==> src/rtl/bist_misr_analyzer.sv <==
// MISR output response analyzer for the ALU BIST loop.
// Optional abort port enabled by defining BIST_MISR_ABORT_EN.
module bist_misr_analyzer #(
  parameter int              WIDTH         = 9,
  parameter int              PATTERN_COUNT = 256,
  parameter logic [WIDTH-1:0] POLY         = 9'h011,
  parameter logic [WIDTH-1:0] MISR_SEED    = 9'h000
) (
  input  logic             clk,
  input  logic             reset,
  input  logic             start,
`ifdef BIST_MISR_ABORT_EN
  input  logic             abort,
`endif
  input  logic             resp_valid,
  input  logic [WIDTH-1:0] resp_data,
  input  logic [WIDTH-1:0] golden_sig,
  output logic             busy,
  output logic             done,
  output logic             pass,
  output logic [WIDTH-1:0] signature,
  output logic [15:0]      pattern_cnt
);

  typedef enum logic [1:0] {
    IDLE,
    RUN,
    COMPARE,
    DONE
  } state_t;

  localparam logic [15:0] LAST = 16'(PATTERN_COUNT - 1);

  state_t           state;
  logic [WIDTH-1:0] next_sig;
  logic             kill;

  // Galois step: shift left, fold the MSB back through the taps.
  assign next_sig = {signature[WIDTH-2:0], 1'b0}
                  ^ (signature[WIDTH-1] ? POLY : '0)
                  ^ resp_data;

`ifdef BIST_MISR_ABORT_EN
  assign kill = abort;
`else
  assign kill = 1'b0;
`endif

  always_ff @(posedge clk or posedge reset) begin
    if (reset) begin
      state       <= IDLE;
      signature   <= MISR_SEED;
      pattern_cnt <= '0;
      busy        <= 1'b0;
      done        <= 1'b0;
      pass        <= 1'b0;
    end else begin
      unique case (state)
        IDLE, DONE: begin
          if (start) begin
            state       <= RUN;
            signature   <= MISR_SEED;
            pattern_cnt <= '0;
            pass        <= 1'b0;
            busy        <= 1'b1;
            done        <= 1'b0;
          end
        end
        RUN: begin
          if (kill) begin
            state <= IDLE;
            busy  <= 1'b0;
            done  <= 1'b0;
            pass  <= 1'b0;
          end else if (resp_valid) begin
            signature   <= next_sig;
            pattern_cnt <= pattern_cnt + 16'd1;
            if (pattern_cnt == LAST)
              state <= COMPARE;
          end
        end
        COMPARE: begin
          if (kill) begin
            state <= IDLE;
            busy  <= 1'b0;
            done  <= 1'b0;
            pass  <= 1'b0;
          end else begin
            state <= DONE;
            pass  <= (signature == golden_sig);
            busy  <= 1'b0;
            done  <= 1'b1;
          end
        end
        default: state <= IDLE;
      endcase
    end
  end

endmodule
==> config.mk <==
export PLATFORM = sky130hd
export DESIGN_NAME = bist_misr_analyzer
export DESIGN_NICKNAME = d
export VERILOG_FILES = /design/src/rtl/bist_misr_analyzer.sv
export SDC_FILE = /design/constraint.sdc
export NUM_CORES = 1
export LEC_CHECK = 0
export CAP_MARGIN = 30
export CELL_PAD_IN_SITES_DETAIL_PLACEMENT = 0
export CELL_PAD_IN_SITES_GLOBAL_PLACEMENT = 2
export CORE_AREA = 2 2 81 83
export CTS_CLUSTER_DIAMETER = 120
export DETAILED_ROUTE_END_ITERATION = 10
export DIE_AREA = 0 0 83 85
export GPL_TIMING_DRIVEN = 0
export PLACE_DENSITY_LB_ADDON = 0.05
export SYNTH_ARGS = -nofsm -noshare
export SYNTH_HDL_FRONTEND = slang
export SYNTH_SLANG_ARGS = --single-unit
==> constraint.sdc <==
create_clock -name clk -period 2.63 [get_ports clk]
set_input_delay 0.263 -clock clk [delete_from_list [all_inputs] [get_ports clk]]
set_output_delay 0.263 -clock clk [all_outputs]
set_load 0.01 [all_outputs]
run_1/layer_met3.png
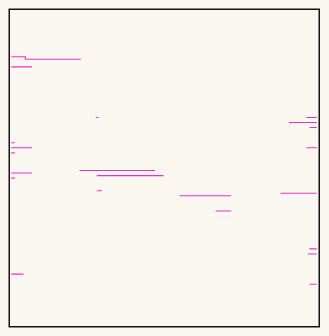
wire length on this layer: 125 µm
nets with wire on the layer: 17

run_1/clk_routes.png
The bar under the picture is 20 µm long.
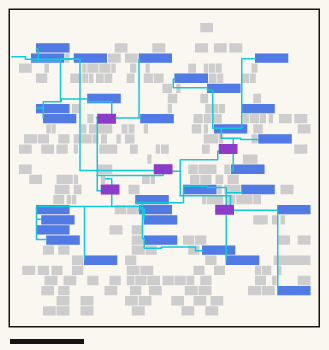
legend:
  clock wires:
    color: cyan
    length: 506 µm
  clock drivers:
    color: purple
    count: 5
  flip-flops:
    color: blue
    count: 30
routed clock nets: 6
flops lie: spread over the die

run_1/cell_density.png
8 x 8 tiles, from white (low) to dark blue (high), 0 to 100% covered.
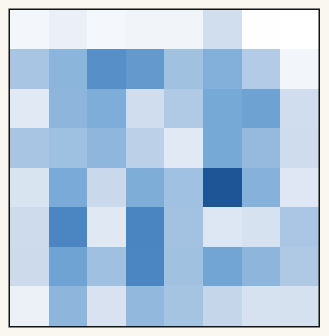
emptiest ninth of the die: upper right
fullest tile: 85%
densest ninth of the die: bottom center
mean over tiles: 32%

run_1/io_placement.png
Pins as bars across the die edge, other pins in gray.
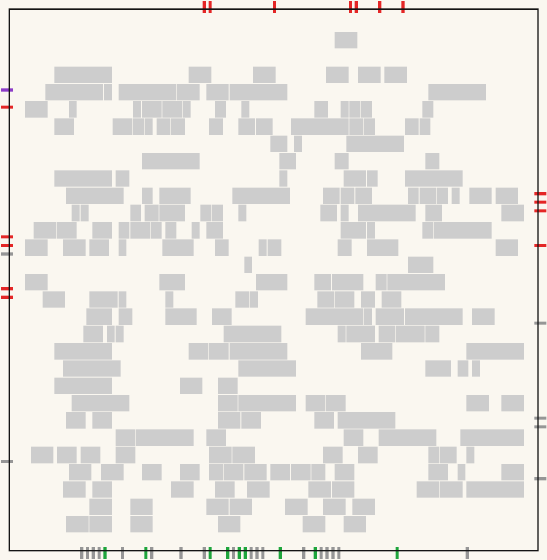
legend:
  golden_sig:
    color: green
    pins: 9
    direction: input
    edge: bottom
  pattern_cnt:
    color: red
    pins: 16
    direction: output
    edge: 7 top, 5 left, 4 right
  clk:
    color: purple
    pins: 1
    direction: input
    edge: left
all pins by edge: 27 bottom, 8 right, 8 left, 7 top
Die Span X: 83 µm
tally of buffers added on design ports: 49

[run 1: per-stage QoR]
| stage | cells | power, mW | hold slack, ns | instance area (µm²) |
|---|---|---|---|---|
| 2_1_floorplan | 165 | 1.14 | 0.354 | 1690 |
| 3_3_place_gp | 291 | 1.44 | 0.464 | 2280 |
| 3_5_place_dp | 292 | 1.45 | 0.484 | 2310 |
| 4_1_cts | 299 | 1.81 | 0.371 | 2380 |
| 5_1_grt | 299 | 1.92 | 0.416 | 2380 |
| 6_report | 299 | 1.79 | 0.349 | 2380 |
[run 1: sequential cells by signal, indices dropped and copies added (netlist names)]
signal       count
state            2
done             1
pass             1
busy             1
pattern_cnt     16
signature        9
==> summary.rpt, run 1 <==
==== FLOW RESULTS ====
----------------------------------------------------
[Yosys]
  Arithmetic-cell share of the synthesized area counting full adders, half adders and majority gates ........................ 2.95%
  Most used DFF post-synth ........................ sky130_fd_sc_hd__dfrtp_1
  Top cell types by occurrence after synthesis ........................ sky130_fd_sc_hd__dfrtp_1, sky130_fd_sc_hd__xor2_1, sky130_fd_sc_hd__nand2_1, sky130_fd_sc_hd__xnor2_1
  Post-synthesis simple-gate area fraction ........................ a little over a fifth
  Seq/Total Area, Yosys ........................ 44.3%
  Area fraction in mux cells ........................ 2.81%
  Yosys warning tally ........................ 0
  Top cell type's share of synthesized area ........................ 44.3%
  Fraction of synthesis flops using an asynchronous set or reset pin ........................ 100%
  Leading area contributor after synthesis ........................ sky130_fd_sc_hd__dfrtp_1
  Synth top area cells ........................ sky130_fd_sc_hd__dfrtp_1, sky130_fd_sc_hd__xor2_1, sky130_fd_sc_hd__xnor2_1
  Per-instance average area after synthesis ........................ slightly above 10 µm²
  Cells in synth_stat.txt ........................ 165
  Cells after synthesis ........................ 165
  Top-count cell post-synth ........................ sky130_fd_sc_hd__dfrtp_1
  EDFF count, synth ........................ 0
  Total cell area reported by yosys after synthesis ........................ between 1500 and 2000 µm²
  Distinct cell type count after synthesis ........................ 37
  Synthesized registers ........................ 30
  XOR/XNOR Fraction of Synth Area ........................ 12.9%
  Summed instance area of the synthesized netlist ........................ 1690 µm²
  Combinational family with the most area after synthesis ........................ simple AND/OR/NAND/NOR gates

[Final layout]
  Ratio of cells with drive above 1 in the final layout ........................ 7.66%
  Clk_buf instances ........................ 7
  Diodes inserted ........................ 0
  Multi-input gate count ........................ 126
  Share of cell area taken by flip-flops and latches ........................ 31.5%
  Storage element area ........................ around 750 µm²
  Final non-clock buffer share ........................ 22.8%
  Clock network area share ........................ 3.20%
  Number of non-clock inverters ........................ 4
  Comb area share ........................ 37.8%
  Most used logic cell in the final layout ........................ sky130_fd_sc_hd__clkdlybuf4s50_1
  Filler cell count in the final layout ........................ 617
  Utilization after layout ........................ 38.4%
  Leading cell kind ........................ logic gates
  Growth of design area from synthesis to finish ........................ 40.8%
  MI comb area ........................ roughly 900 µm²

[GRT]
  GR met1 Demand/Resource ........................ about a fifth
  Number of antenna violations at the first check in global routing ........................ 0
  Largest net degree at the start of global routing ........................ 18
  Total routing resource utilization after global routing ........................ a little over an eighth
  Met2 routing resource usage after global routing ........................ around 21%
  Busiest grt layer ........................ met2
  Via count of the first global-routing pass ........................ 1491
  First-pass GRT wire length ........................ between 7 and 8 mm
  Global routing usage on met3 ........................ 3.11%

[Final timing]
  Worst slew pin tran ........................ 0.622 ns
  Final worst setup slack ........................ 0.152 ns
  Final Skew ........................ 0.0105 ns
  RSZ-0062 raised after global routing ........................ no
  Slew headroom ........................ 58.5%
  Final count of negative-setup-slack endpoints ........................ 0
  Final number of max-transition violations ........................ 0
  Final count of hold timing violations ........................ 0

[Clock network]
  TritonCTS clock tree ........................ built
  Maximum level of the CTS H-tree ........................ 2
  Clock-pin transition on the worst setup and hold timing paths ........................ approximately 0.070 ns
  # hold bufs at CTS ........................ 0
  Cts bufs inserted ........................ 5
  Number of gates given a new drive strength after cts ........................ 0
  Clock root buffer master ........................ sky130_fd_sc_hd__clkbuf_8
  Clk ins delay skew pair ........................ 0.29 ns
  Buffer depth of the longest clock path ........................ 2
  Post-CTS Setup Inserts ........................ 0

[Pwr]
  Power Combinational ........................ 0.800 mW
  Portion of total power attributed to the clock network ........................ around a fifth
  Flop pwr share ........................ approximately 35%
  Clock-net power ........................ between 0.3 and 0.4 mW
  Max power group ........................ combinational cells
  Total sequential power ........................ 0.634 mW
  Fraction of power spent switching nets ........................ a little under two fifths
  Cell Int Power ........................ 1.10 mW
  Leakage power of the design ........................ between 0.9 and 1 nW
  Worst IR Drop VDD ........................ 381 µV
  Switching pwr ........................ 0.685 mW
  Ratio of total power to cell area ........................ 750 nW/µm²

[Job]
  OpenROAD warning count ........................ 28
  Max-cap check violation count ........................ 0

[Routing]
  DRC violations left ........................ 0
  Routed metal-1 wirelength ........................ 2.33 mm
  Vias after detailed routing ........................ 1478
  Uppermost layer routed ........................ met4
  Number of detailed-routing iterations run before antenna repair ........................ 4
  Total Routed Length ........................ 4.55 mm
  Wire length per cell after detailed routing ........................ 15.2 µm
  DR WL met2 ........................ approximately 2.0 mm
  Amount of wire on met3 after detailed routing ........................ around 130 µm
  Antenna-violating nets left ........................ 0

[Critical path]
  FF-to-FF End ........................ pattern_cnt[15]
  Worst Setup End Kind ........................ flop
  List of cells traversed by the critical path ........................ inv_1 > ha_1 > nand2b_1 > clkbuf_1 > nand3_1 > or4_1 > a21oi_1
  Critical path data arrival time ........................ 2.68 ns
  Crit-path max cell delay ........................ slightly below 0.6 ns
  Termination of the worst setup path ........................ pattern_cnt[15]
  Dominant delay contributor by cell family on the critical path ........................ simple AND/OR/NAND/NOR gates
  Launch point of the worst path ........................ state[0]
  WP data required ........................ 2.83 ns
  Slack of the worst reg-to-reg path ........................ 0.15 ns
  Critical Setup Path Class ........................ reg -> reg
  Largest driver fanout on the critical path ........................ 9
  Buffering stage count on the worst path with inverters included ........................ 2
  Count of cell instances traversed by the critical path ........................ 7

[Placed design]
  Half-perimeter wire length after detailed placement ........................ 3.50 mm
  Worst slack at placement ........................ 0.172 ns

[Floorplan]
  Core Footprint ........................ 6200 µm²
  Number of tap instances ........................ 77
  FP Core Util ........................ 27.3%
  Row count ........................ 29
  # IOs ........................ 50

[Outcome]
  Status ........................ finished, final reports clean

[Hold path]
  HP Class ........................ in -> async

----------------------------------------------------
==> inputs of run 2 (changes only) <==
Settings changed: SKIP_CTS_REPAIR_TIMING set to 1.
run_2/layer_met3.png
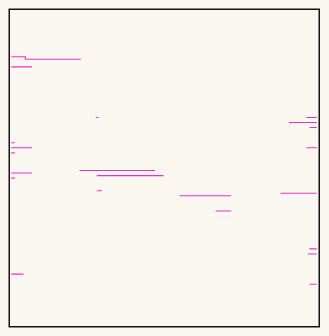
longest straight run: 20.0 µm
share of all routed wire: 2.8%
nets with wire on the layer: 17

run_2/placement.png
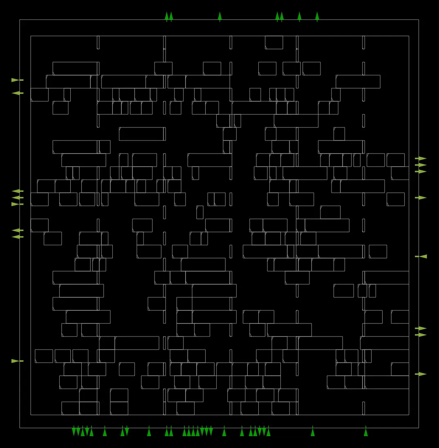
share of cell area taken by flip-flops and latches: 31.5%
layout sequential cell count: 30
Core Footprint: 6200 µm²

==> summary.rpt, run 2 <==
==== FLOW RESULTS ====
----------------------------------------------------
[Placed design]
  Cell Count Post-Placement ........................ 292 (unchanged)
  Worst slack at placement ........................ 0.172 ns (unchanged)
  Weighted congestion at the end of routability-driven global placement ........................ 0.748
  Area after DPL ........................ 2310 µm² (unchanged)
  Tally of buffers added on design ports ........................ 49 (unchanged)
  Half-perimeter wire length after detailed placement ........................ 3.50 mm (unchanged)

[Final layout]
  Number of non-clock inverters ........................ 4 (unchanged)
  Comb area share ........................ 37.8% (unchanged)
  Area of all placed cells without fillers ........................ 2380 µm² (unchanged)
  Multi-input gate count ........................ 126 (unchanged)
  Utilization after layout ........................ 38.4% (unchanged)
  Growth of design area from synthesis to finish ........................ 40.8% (unchanged)
  Leading cell kind ........................ logic gates
  Most used logic cell in the final layout ........................ sky130_fd_sc_hd__clkdlybuf4s50_1
  Ratio of cells with drive above 1 in the final layout ........................ 7.66% (unchanged)
  Post-route insts no fill ........................ 299 (unchanged)
  Top register by number of flip-flops ........................ pattern_cnt
  Flip-flop count of the largest register after layout ........................ 16 (unchanged)
  Clk_buf instances ........................ 7 (unchanged)
  Diodes inserted ........................ 0 (unchanged)
  Final non-clock buffer share ........................ 22.8% (unchanged)
  Biggest registers after layout ........................ pattern_cnt x16, signature x9, state x2
  Storage element area ........................ 751 µm² (unchanged)
  Filler cell count in the final layout ........................ 617 (unchanged)
  Clock network area share ........................ 3.20% (unchanged)
  MI comb area ........................ 902 µm² (unchanged)
  Layout buffer count excluding clock buffers ........................ 55

[Critical path]
  Critical-path cell with the highest stage delay ........................ sky130_fd_sc_hd__or4_1
  Dominant delay contributor by cell family on the critical path ........................ simple AND/OR/NAND/NOR gates
  Critical Setup Path Class ........................ reg -> reg
  Crit-path max cell delay ........................ 0.58 ns (about the same)
  Largest driver fanout on the critical path ........................ 9 (unchanged)
  FF-to-FF End ........................ pattern_cnt[15]
  Worst r2r path cells ........................ 7
  Setup crit start kind ........................ flop
  Buffering stage count on the worst path with inverters included ........................ 2 (unchanged)
  Worst Setup End Kind ........................ flop
  Slack of the worst reg-to-reg path ........................ 0.15 ns (about the same)
  Critical path data arrival time ........................ 2.68 ns (about the same)
  WP data required ........................ 2.83 ns (about the same)
  List of cells traversed by the critical path ........................ inv_1 > ha_1 > nand2b_1 > clkbuf_1 > nand3_1 > or4_1 > a21oi_1

[Floorplan]
  Die Span X ........................ 83 µm (unchanged)
  FP Core Util ........................ 27.3% (unchanged)
  # IOs ........................ 50 (unchanged)
  Row count ........................ 29 (unchanged)
  Number of tap instances ........................ 77 (unchanged)

[Yosys]
  XOR/XNOR Fraction of Synth Area ........................ 12.9% (unchanged)
  Leading area contributor after synthesis ........................ sky130_fd_sc_hd__dfrtp_1
  Area fraction in mux cells ........................ 2.81% (unchanged)
  Combinational family with the most area after synthesis ........................ simple AND/OR/NAND/NOR gates
  Seq/Total Area, Yosys ........................ 44.3% (unchanged)
  Synthesized registers ........................ 30 (unchanged)
  Cells after synthesis ........................ 165 (unchanged)
  Top cell type's share of synthesized area ........................ 44.3% (unchanged)
  Post-synthesis simple-gate area fraction ........................ 21.8% (unchanged)
  Per-instance average area after synthesis ........................ 10.3 µm² (unchanged)
  Summed instance area of the synthesized netlist ........................ 1690 µm² (unchanged)
  Fraction of synthesis flops using an asynchronous set or reset pin ........................ 100% (unchanged)
  Arithmetic-cell share of the synthesized area counting full adders, half adders and majority gates ........................ 2.95% (unchanged)
  Top-count cell post-synth ........................ sky130_fd_sc_hd__dfrtp_1
  Distinct cell type count after synthesis ........................ 37 (unchanged)
  Top cell types by occurrence after synthesis ........................ sky130_fd_sc_hd__dfrtp_1, sky130_fd_sc_hd__xor2_1, sky130_fd_sc_hd__nand2_1, sky130_fd_sc_hd__xnor2_1
  EDFF count, synth ........................ 0 (unchanged)
  Cells in synth_stat.txt ........................ 165 (unchanged)
  Synth top area cells ........................ sky130_fd_sc_hd__dfrtp_1, sky130_fd_sc_hd__xor2_1, sky130_fd_sc_hd__xnor2_1
  Yosys warning tally ........................ 0 (unchanged)
  Most used DFF post-synth ........................ sky130_fd_sc_hd__dfrtp_1
  Total cell area reported by yosys after synthesis ........................ 1690 µm² (unchanged)

[GRT]
  Largest net degree at the start of global routing ........................ 18 (unchanged)
  Number of antenna violations at the first check in global routing ........................ 0 (unchanged)
  First-pass GRT wire length ........................ 7.65 mm (unchanged)
  Via count of the first global-routing pass ........................ 1491 (unchanged)
  Overflow after GRT ........................ 0
  Total routing resource utilization after global routing ........................ 13.7% (unchanged)

[Clock network]
  CTS sink cnt ........................ 30
  TritonCTS clock tree ........................ built
  Cts bufs inserted ........................ 5 (unchanged)
  Clock-pin transition on the worst setup and hold timing paths ........................ 0.07 ns (about the same)
  Clock root buffer master ........................ sky130_fd_sc_hd__clkbuf_8
  Maximum level of the CTS H-tree ........................ 2 (unchanged)
  Clk ins delay skew pair ........................ 0.29 ns (about the same)
  Buffer depth of the longest clock path ........................ 2 (unchanged)

[Pwr]
  Leakage power of the design ........................ 0.993 nW (unchanged)
  Ratio of total power to cell area ........................ 750 nW/µm² (unchanged)
  Total design power ........................ 1.79 mW (unchanged)
  Worst IR Drop VDD ........................ 381 µV (unchanged)

[Hold path]
  HP Class ........................ in -> async

[Final timing]
  Tmin final ........................ 2.48 ns
  Slew headroom ........................ 58.5% (unchanged)
  Worst slew pin tran ........................ 0.622 ns (unchanged)
  Final worst setup slack ........................ 0.152 ns (unchanged)
  RSZ-0062 raised after global routing ........................ no
  Final count of negative-setup-slack endpoints ........................ 0 (unchanged)
  Final number of max-transition violations ........................ 0 (unchanged)
  Post-route setup TNS ........................ 0 ns
  Final count of hold timing violations ........................ 0 (unchanged)
  Worst hold margin ........................ 0.349 ns (unchanged)
  Final Skew ........................ 0.0105 ns (unchanged)

[Routing]
  Number of detailed-routing iterations run before antenna repair ........................ 4 (unchanged)
  DRC violations left ........................ 0 (unchanged)
  Wire length per cell after detailed routing ........................ 15.2 µm (unchanged)
  Total Routed Length ........................ 4.55 mm (unchanged)
  Antenna-violating nets left ........................ 0 (unchanged)
  Vias after detailed routing ........................ 1478 (unchanged)

[Outcome]
  Status ........................ finished, final reports clean

[Job]
  OpenROAD warning count ........................ 28 (unchanged)
  Max-cap check violation count ........................ 0 (unchanged)

----------------------------------------------------
run 2: cell counts after synthesis:
No cell type changed its count.
run 2: worst max path at each step:
stage,from,to,slack (ns),cells after the start
CTS,state[0],pattern_cnt[15],0.15,7
floorplan,state[0],pattern_cnt[12],0.54,6
finish,state[0],pattern_cnt[15],0.15,7
detailed placement,start,pattern_cnt[15],0.17,6
global placement,start,pattern_cnt[15],0.20,6
global route,state[0],pattern_cnt[15],0.01,7
run 2: metal layers:
metal	share of wire [%]	routed length, µm	global-route usage, %
met4	1.2	53	4.02
met3	2.7	125	3.11
met2	45	2040	20.7
met1	51	2330	19.5
met5	0	0	0
run 2: where the power goes:
part | switching (mW) | total [mW] | internal (mW)
logic | 0.419 | 0.800 | 0.381
clock network | 0.173 | 0.355 | 0.182
registers | 0.0930 | 0.634 | 0.541
==> inputs of run 3 (changes only) <==
Settings changed: CORE_AREA 2 2 81 83 to 2 2 77 79, DIE_AREA 0 0 83 85 to 0 0 79 81.
Clock period 2.63 ns to 3.15 ns, I/O delays scaled along.
run_3/layer_met3.png
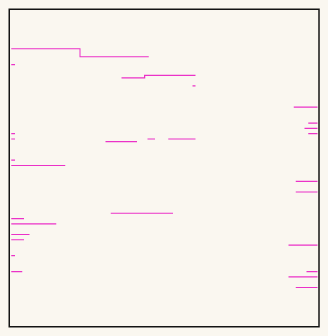
main direction: horizontal
share of all routed wire: 4.0%
global routing usage on met3: 4.00%
vias after detailed routing: 1460

run_3/placement.png
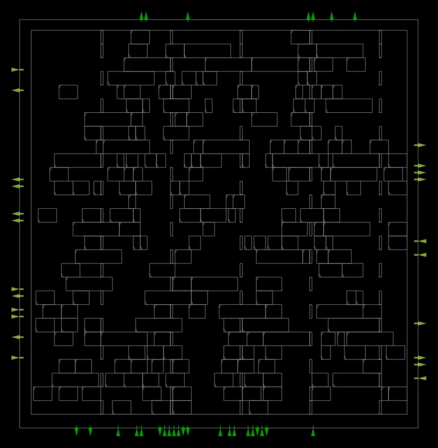
row count: 28
share of cell area taken by flip-flops and latches: 31.4%

==> summary.rpt, run 3 <==
==== FLOW RESULTS ====
----------------------------------------------------
[Final timing]
  Tmin final ........................ 2.43 ns (-0.0478 ns)
  Final number of max-transition violations ........................ 0 (unchanged)
  Worst hold margin ........................ 0.473 ns (+0.124 ns)
  Worst slew pin tran ........................ 0.759 ns (+0.137 ns)
  Slew headroom ........................ 49.3% (-9.2 points)
  Crit share post-route ........................ 77.1%
  Final worst setup slack ........................ 0.720 ns (+0.568 ns)
  Final count of hold timing violations ........................ 0 (unchanged)
  Final count of negative-setup-slack endpoints ........................ 0 (unchanged)
  Post-route setup TNS ........................ 0 ns (unchanged)
  Final Skew ........................ 0.00401 ns (-0.00652 ns)
  RSZ-0062 raised after global routing ........................ no

[GRT]
  First-pass GRT wire length ........................ 7.35 mm (-3.9%)
  Total routing resource utilization after global routing ........................ 14.9% (+1.2 points)
  Number of antenna violations at the first check in global routing ........................ 0 (unchanged)
  Via count of the first global-routing pass ........................ 1481 (-0.67%)
  GR met1 Demand/Resource ........................ 21.3% (+1.8 points)
  Largest net degree at the start of global routing ........................ 18 (unchanged)
  Overflow after GRT ........................ 0 (unchanged)
  Busiest grt layer ........................ met2
  Met2 routing resource usage after global routing ........................ 21.9% (+1.1 points)

[Clock network]
  Clock root buffer master ........................ sky130_fd_sc_hd__clkbuf_8
  TritonCTS clock tree ........................ built
  Maximum level of the CTS H-tree ........................ 2 (unchanged)
  Clock-pin transition on the worst setup and hold timing paths ........................ 0.06 ns (about the same)
  CTS sink cnt ........................ 30 (unchanged)
  Cts bufs inserted ........................ 5 (unchanged)
  Buffer depth of the longest clock path ........................ 2 (unchanged)
  Clk ins delay skew pair ........................ 0.28 ns (about the same)

[Placed design]
  Cell Count Post-Placement ........................ 290 (-0.68%)
  Half-perimeter wire length after detailed placement ........................ 3.31 mm (-5.5%)
  Worst slack at placement ........................ 0.654 ns (+0.482 ns)
  Tally of buffers added on design ports ........................ 49 (unchanged)
  Area after DPL ........................ 2310 µm² (-0.11%)
  Weighted congestion at the end of routability-driven global placement ........................ 0.743 (-0.68%)

[Yosys]
  Distinct cell type count after synthesis ........................ 37 (unchanged)
  Area fraction in mux cells ........................ 2.81% (unchanged)
  Total cell area reported by yosys after synthesis ........................ 1690 µm² (unchanged)
  Top cell types by occurrence after synthesis ........................ sky130_fd_sc_hd__dfrtp_1, sky130_fd_sc_hd__xor2_1, sky130_fd_sc_hd__nand2_1, sky130_fd_sc_hd__xnor2_1
  Summed instance area of the synthesized netlist ........................ 1690 µm² (unchanged)
  Most used DFF post-synth ........................ sky130_fd_sc_hd__dfrtp_1
  Combinational family with the most area after synthesis ........................ simple AND/OR/NAND/NOR gates
  Leading area contributor after synthesis ........................ sky130_fd_sc_hd__dfrtp_1
  Yosys warning tally ........................ 0 (unchanged)
  Seq/Total Area, Yosys ........................ 44.3% (unchanged)
  Synthesized registers ........................ 30 (unchanged)
  Cells after synthesis ........................ 165 (unchanged)
  Fraction of synthesis flops using an asynchronous set or reset pin ........................ 100% (unchanged)
  Per-instance average area after synthesis ........................ 10.3 µm² (unchanged)
  Top cell type's share of synthesized area ........................ 44.3% (unchanged)
  Top-count cell post-synth ........................ sky130_fd_sc_hd__dfrtp_1
  Arithmetic-cell share of the synthesized area counting full adders, half adders and majority gates ........................ 2.95% (unchanged)
  Synth top area cells ........................ sky130_fd_sc_hd__dfrtp_1, sky130_fd_sc_hd__xor2_1, sky130_fd_sc_hd__xnor2_1
  Post-synthesis simple-gate area fraction ........................ 21.8% (unchanged)
  Cells in synth_stat.txt ........................ 165 (unchanged)
  EDFF count, synth ........................ 0 (unchanged)
  XOR/XNOR Fraction of Synth Area ........................ 12.9% (unchanged)

[Final layout]
  Ratio of cells with drive above 1 in the final layout ........................ 8.14% (+0.49 points)
  Multi-input gate count ........................ 126 (unchanged)
  Top register by number of flip-flops ........................ pattern_cnt
  MI comb area ........................ 902 µm² (unchanged)
  Layout sequential cell count ........................ 30 (unchanged)
  Storage element area ........................ 751 µm² (unchanged)
  Final non-clock buffer share ........................ 22.8% (-0.036 points)
  Utilization after layout ........................ 42.1% (+3.7 points)
  Most used logic cell in the final layout ........................ sky130_fd_sc_hd__clkdlybuf4s50_1
  Filler cell count in the final layout ........................ 563 (-8.8%)
  Leading cell kind ........................ logic gates
  Growth of design area from synthesis to finish ........................ 41.0%
  Comb area share ........................ 37.8% (-0.059 points)
  Diodes inserted ........................ 0 (unchanged)
  Biggest registers after layout ........................ pattern_cnt x16, signature x9, state x2
  Post-route insts no fill ........................ 296 (-1.0%)
  Net count reported at finish ........................ 248
  Most common logic cells in the final layout ........................ sky130_fd_sc_hd__clkdlybuf4s50_1, sky130_fd_sc_hd__dfrtp_1, sky130_fd_sc_hd__xor2_1
  Area of all placed cells without fillers ........................ 2390 µm² (+0.16%)
  Flip-flop count of the largest register after layout ........................ 16 (unchanged)
  Layout buffer count excluding clock buffers ........................ 55 (unchanged)
  Number of non-clock inverters ........................ 4 (unchanged)
  Clk_buf instances ........................ 6 (-1)
  Clock network area share ........................ 3.46% (+0.26 points)

[Pwr]
  Total design power ........................ 1.50 mW (-16%)
  Combinational power share ........................ 44.3% (-0.4 points)
  Ratio of total power to cell area ........................ 629 nW/µm² (-16%)
  Leakage power of the design ........................ 0.998 nW (+0.49%)
  Fraction of power spent switching nets ........................ 37.6% (-0.72 points)
  Cell Int Power ........................ 0.938 mW (-15%)
  Switching pwr ........................ 0.565 mW (-18%)
  Portion of total power attributed to the clock network ........................ 20.6% (+0.8 points)
  Flop pwr share ........................ 35.2% (-0.2 points)
  Worst IR Drop VDD ........................ 259 µV (-32%)

[Routing]
  Wire length per cell after detailed routing ........................ 14.7 µm (-3.5%)
  DRC violations left ........................ 0 (unchanged)
  Routed metal-1 wirelength ........................ 2.21 mm (-4.9%)
  Amount of wire on met3 after detailed routing ........................ 174 µm (+39%)
  Starting DRC count in detailed routing ........................ 60
  DR WL met2 ........................ 1.92 mm (-6.0%)
  Total Routed Length ........................ 4.35 mm (-4.5%)
  Uppermost layer routed ........................ met4
  Number of detailed-routing iterations run before antenna repair ........................ 4 (unchanged)
  Antenna-violating nets left ........................ 0 (unchanged)

[Critical path]
  FF-to-FF End ........................ pattern_cnt[15]
  Critical-path cell with the highest stage delay ........................ sky130_fd_sc_hd__or4_1
  Dominant delay contributor by cell family on the critical path ........................ simple AND/OR/NAND/NOR gates
  Worst Setup End Kind ........................ flop
  Worst r2r path cells ........................ 7 (unchanged)
  Setup crit start kind ........................ flop
  Critical path data arrival time ........................ 2.64 ns (-0.04 ns)
  Slack of the worst reg-to-reg path ........................ 0.72 ns (+0.57 ns)
  List of cells traversed by the critical path ........................ inv_1 > ha_1 > nand2b_1 > clkbuf_1 > nand3_1 > or4_1 > a21oi_1
  Startpoint of the worst-slack reg-to-reg timing path ........................ state[0]
  Crit-path max cell delay ........................ 0.58 ns (about the same)
  Largest driver fanout on the critical path ........................ 9 (unchanged)
  WP data required ........................ 3.36 ns (+0.53 ns)
  Critical Setup Path Class ........................ reg -> reg
  Buffering stage count on the worst path with inverters included ........................ 2 (unchanged)

[Floorplan]
  FP Core Util ........................ 29.9% (+2.5 points)
  Die Span X ........................ 79 µm (-4.8%)
  Number of tap instances ........................ 75 (-2.6%)
  Core Footprint ........................ 5680 µm² (-8.5%)
  # IOs ........................ 50 (unchanged)

[Outcome]
  Status ........................ finished, final reports clean

[Job]
  OpenROAD warning count ........................ 28 (unchanged)
  Max-cap check violation count ........................ 0 (unchanged)

[Hold path]
  HP Class ........................ in -> async

----------------------------------------------------
-- run 3: power by group through the flow --
stage | registers [mW] | clock network, mW | logic, mW
after global placement | 0.533 | 0 | 0.658
after detailed placement | 0.536 | 0 | 0.673
after global routing | 0.543 | 0.336 | 0.739
after CTS | 0.529 | 0.320 | 0.678
final | 0.528 | 0.309 | 0.666
after floorplan | 0.545 | 0 | 0.405
-- run 3: worst max-delay path by stage --
stage,start,endpoint,cells past startpoint,slack (ns)
floorplan,state[0],pattern_cnt[12],6,1.06
global placement,start,pattern_cnt[15],6,0.73
detailed placement,start,pattern_cnt[15],6,0.65
CTS,state[0],pattern_cnt[15],7,0.68
global route,state[0],pattern_cnt[15],7,0.48
finish,state[0],pattern_cnt[15],7,0.72
Power and IR drop assume default switching activity.
